**Where the registers sit**

Scale: 8 px per um. Other sequential cells in the stronger grey, the rest of the logic in the fainter grey.
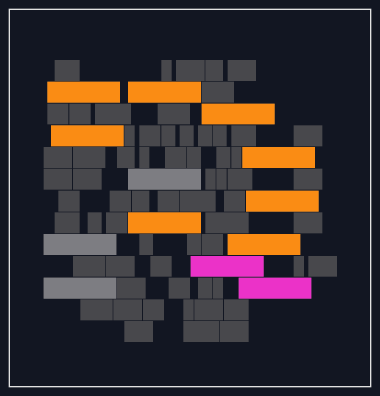
**Local utilization**

Scale: 8 px per um. The die is cut into 9 by 9 equal tiles; black is low, pale yellow is high, 0 to 100% covered.
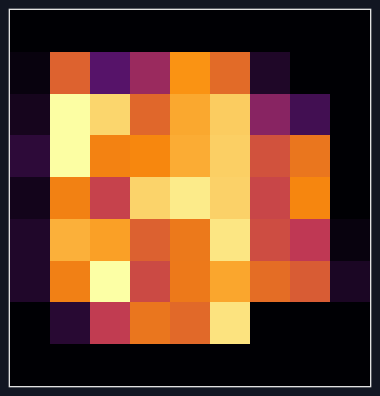
**Clock routing**

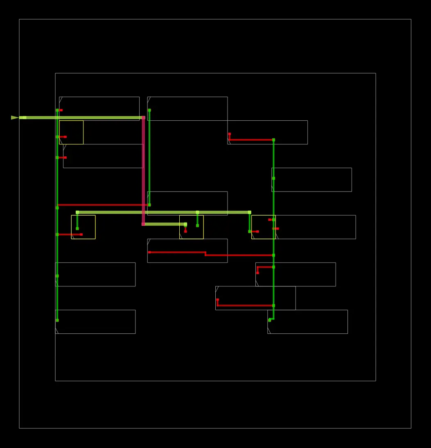
### src/rtl/seq_detect_fsm.sv
// seq_detect_fsm: parametrised serial sequence detector.
// A shift register keeps the last N-1 enabled bits and a fill counter tracks
// how many of them are valid. A match is declared when the history is full and
// the history plus the bit on x_in equals PATTERN. Overlap policy, Mealy/Moore
// output style and the width of the saturating match counter are parameters.
module seq_detect_fsm #(
  parameter int             N       = 3,
  parameter logic [N-1:0]   PATTERN = 3'b101,
  parameter bit             OVERLAP = 1'b1,
  parameter bit             MOORE   = 1'b0,
  parameter int             CNT_W   = 8
) (
  input  logic                   CLK,
  input  logic                   Reset,
  input  logic                   en,
  input  logic                   x_in,
  output logic                   y_out,
  output logic [CNT_W-1:0]       match_count,
  output logic [$clog2(N)-1:0]   fill
);

  localparam int             FW        = $clog2(N);
  localparam logic [FW-1:0]  FILL_LAST = FW'(N - 2);
  localparam logic [FW-1:0]  FILL_ONE  = FW'(1);
  localparam logic [CNT_W-1:0] CNT_ONE = CNT_W'(1);
  localparam logic [CNT_W-1:0] CNT_MAX = '1;

  // FILLING: fewer than N-1 history bits are valid, no match possible yet.
  // ARMED:   history is full, every enabled bit is a match candidate.
  typedef enum logic {
    S_FILLING = 1'b0,
    S_ARMED   = 1'b1
  } state_e;

  state_e              state_q, state_d;
  logic [FW-1:0]       fill_q, fill_d;
  logic [N-2:0]        hist_q, hist_d;
  logic [CNT_W-1:0]    count_q, count_d;
  logic                y_q;

  logic [N-2:0]        histShifted;
  logic [N-1:0]        candidate;
  logic                matchHit;

  // The newest bit enters the LSB; with N=2 the history is that single bit.
  generate
    if (N == 2) begin : g_hist_one
      assign histShifted = x_in;
    end else begin : g_hist_many
      assign histShifted = {hist_q[N-3:0], x_in};
    end
  endgenerate

  assign candidate = {hist_q, x_in};

  // A match needs a qualified bit, a full history and an exact pattern hit.
  // Gating with Reset keeps the Mealy output quiet while reset is asserted.
  assign matchHit = en & ~Reset & (state_q == S_ARMED) & (candidate == PATTERN);

  // Next-state logic for the fill FSM, the history and the match counter.
  always_comb begin
    state_d = state_q;
    fill_d  = fill_q;
    hist_d  = hist_q;
    count_d = count_q;

    if (en) begin
      hist_d = histShifted;
      unique case (state_q)
        S_FILLING: begin
          fill_d = fill_q + FILL_ONE;
          if (fill_q == FILL_LAST) begin
            state_d = S_ARMED;
          end
        end
        S_ARMED: begin
          if (matchHit && !OVERLAP) begin
            fill_d  = '0;
            state_d = S_FILLING;
          end
        end
      endcase
    end

    if (matchHit && (count_q != CNT_MAX)) begin
      count_d = count_q + CNT_ONE;
    end
  end

  // State, history and counter registers; reset discards any partial history.
  always_ff @(posedge CLK or posedge Reset) begin
    if (Reset) begin
      state_q <= S_FILLING;
      fill_q  <= '0;
      hist_q  <= '0;
      count_q <= '0;
    end else begin
      state_q <= state_d;
      fill_q  <= fill_d;
      hist_q  <= hist_d;
      count_q <= count_d;
    end
  end

  // Moore flag: follows the match of the previous cycle, cleared even when en=0.
  always_ff @(posedge CLK or posedge Reset) begin
    if (Reset) begin
      y_q <= 1'b0;
    end else begin
      y_q <= matchHit;
    end
  end

  assign y_out       = MOORE ? y_q : matchHit;
  assign match_count = count_q;
  assign fill        = fill_q;

endmodule

### config.mk
export PLATFORM = sky130hd
export DESIGN_NAME = seq_detect_fsm
export DESIGN_NICKNAME = d
export VERILOG_FILES = /design/src/rtl/seq_detect_fsm.sv
export SDC_FILE = /design/constraint.sdc
export NUM_CORES = 1
export LEC_CHECK = 0
export CAP_MARGIN = 10
export CORE_AREA = 4 4 41 43
export CTS_BUF_LIST = sky130_fd_sc_hd__clkbuf_2 sky130_fd_sc_hd__clkbuf_4 sky130_fd_sc_hd__clkbuf_8
export DETAILED_ROUTE_END_ITERATION = 10
export DIE_AREA = 0 0 45 47
export PLACE_DENSITY = 0.77
export SLEW_MARGIN = 10
export SYNTH_ARGS = -nofsm -noshare
export SYNTH_HDL_FRONTEND = slang
export SYNTH_SLANG_ARGS = --single-unit
### constraint.sdc
create_clock -name CLK -period 2.2 [get_ports CLK]
set_clock_uncertainty 0.1 [all_clocks]
set_input_delay 0.44 -clock CLK [delete_from_list [all_inputs] [get_ports CLK]]
set_output_delay 0.44 -clock CLK [all_outputs]
set_load 0.01 [all_outputs]
==> job_summary.md <==
### Metrics collected by this job

| Metric | Value |
|---|---|
| GRT Total Usage | 0.124 |
| Async set or reset register ratio after synthesis | 1.00 |
| Routed Antenna Nets | 0 |
| Yosys reg bits | 13 |
| Leak | 0.399 nW |
| Nets | 84 |
| Synth Area per Inst | 11.5 um^2 |
| Post-synthesis cell type count | 25 |
| Drt wl/cell | 11.8 um |
| Fill count | 116 |
| Postcts setup bufs | 0 |
| Most common logic cells in the final layout | dfrtp_1 (13), clkdlybuf4s50_1 (13), nand2_1 (5), buf_4 (5) |
| Port bufs | 14 |
| Final Max Slew Viols | 0 |
| First-pass GRT wire length | 1840 um |
| Ports | 15 |
| Fraction of layout cells with a size suffix above 1 | 0.208 |
| Ys cells | 54 |
| Largest net degree at the start of global routing | 14 |
| Hold WS | 0.403 ns |
| WL final | 1090 um |
| H-tree depth | 1 |
| Post-DP Area | 818 um^2 |
| Status | completed |
| Tightest Pin Transition | 0.291 ns |
| Period Utilization, post-route | 0.941 |
| Initial DRC count | 9 |
| Critical Path AT | 1.53 ns |
| Tool Warnings | 26 |
| Antenna violations before repair | 0 |
| Max cap viols | 0 |
| Fin cells | 92 |
| Vias per cell | 5.14 |
| DRC Markers | 0 |
| Vias | 473 |
| CTS Buffer Depth | 2 |
| Area Growth Syn to Fin | 36.2% |
Notes on 'where the registers sit' above:
match_count -> orange  # sequential cells 8
fill -> magenta  # sequential cells 2
Flop area: 325 um^2
Seq area share: 0.384
final core occ: 0.651
P_seq: 0.330 mW

Notes on 'local utilization' above:
mean over tiles = 39%
densest ninth of the die = centre
fullest tile = 100%
emptiest ninth of the die = north-east
nearly empty tiles = 33%
CORE AREA: 1300 um^2
fp_density: 0.478

Notes on 'clock routing' above:
Seq Cell Count: 13
Clk power: 0.155 mW

[worst paths after layout]
path	endpoint	depth (start not counted)	from	slack (ns)
max in group asynchronous	match_count[1]$_DFFE_PP0P_	3	Reset	1.42
worst min-delay path	state_q$_DFFE_PP0P_	1	state_q$_DFFE_PP0P_	0.40
min in group asynchronous	fill[1]$_DFFE_PP0P_	3	Reset	0.43
worst min register to register	state_q$_DFFE_PP0P_	1	state_q$_DFFE_PP0P_	0.40
worst max register to register	match_count[7]$_DFFE_PP0P_	5	hist_q[0]$_DFFE_PP0P_	0.55
worst max-delay path	y_out	5	en	0.13
[critical path, stage by stage]
cell,delay [ns]
clkdlybuf4s50_1,0.47
and4b_1,0.21
nand3_2,0.09
clkinv_2,0.06
dlygate4sd2_1,0.26
[final cells by class]
class,count,area share
Inverter,3,0.0148
Multi-Input combinational cell,38,0.335
Tap cell,15,0.0222
Clock buffer,4,0.0355
Timing Repair Buffer,19,0.208
Sequential cell,13,0.384
[cell usage after synthesis (2+ instances only)]
cell type  count
dfrtp_1       13
nand2_1        5
nor3_1         4
mux2_2         3
nand3_1        3
xor2_1         3
ha_1           2
inv_1          2
mux2_1         2
nor2_1         2
[stage by stage]
stage	worst slack, ns	setup TNS [ns]	power (mW)
after global routing	0.0606	0	0.743
after CTS	0.121	0	0.700
after global placement	-0.140	-0.140	0.534
final	0.131	0	0.691
after detailed placement	-0.141	-0.141	0.543
after floorplan	0.476	0	0.423
[power breakdown]
group | switching [mW] | total [mW] | internal (mW)
clock | 0.0725 | 0.155 | 0.0825
sequential | 0.0462 | 0.330 | 0.284
combinational | 0.0841 | 0.206 | 0.122
total | 0.203 | 0.691 | 0.488
[routing by layer]
| layer | vias up | global-route usage | wire length, um |
|---|---|---|---|
| li1 | 239 | - | - |
| met1 | 220 | 0.160 | 496 |
| met2 | 12 | 0.189 | 510 |
| met3 | 2 | 0.0575 | 66 |
| met4 | 0 | 0.0351 | 12 |
| met5 | - | 0 | 0 |
[flip-flops by register name (all words and copies together) (netlist names)]
name         flops
fill             2
hist_q           2
match_count      8
state_q          1
[timing repair]
| action | CTS | global route |
|---|---|---|
| hold buffers | 0 | 0 |
| endpoints found under the hold margin | 0 | 0 |
| setup endpoints to repair | 1 | 0 |
| gates resized | 1 | 0 |
[logic make-up after synthesis]
family	count (synthesis)	share of synthesized area
AOI/OAI and AO/OA	6	0.0624
xor gates and xnor gates	4	0.0563
adders and majority gates	2	0.0402
buffers and inverters	3	0.0201
DFF	13	0.523
muxes	6	0.115
and+or+nand+nor	20	0.183
Power figures rest on the tool's default switching activity, not on a simulated workload.
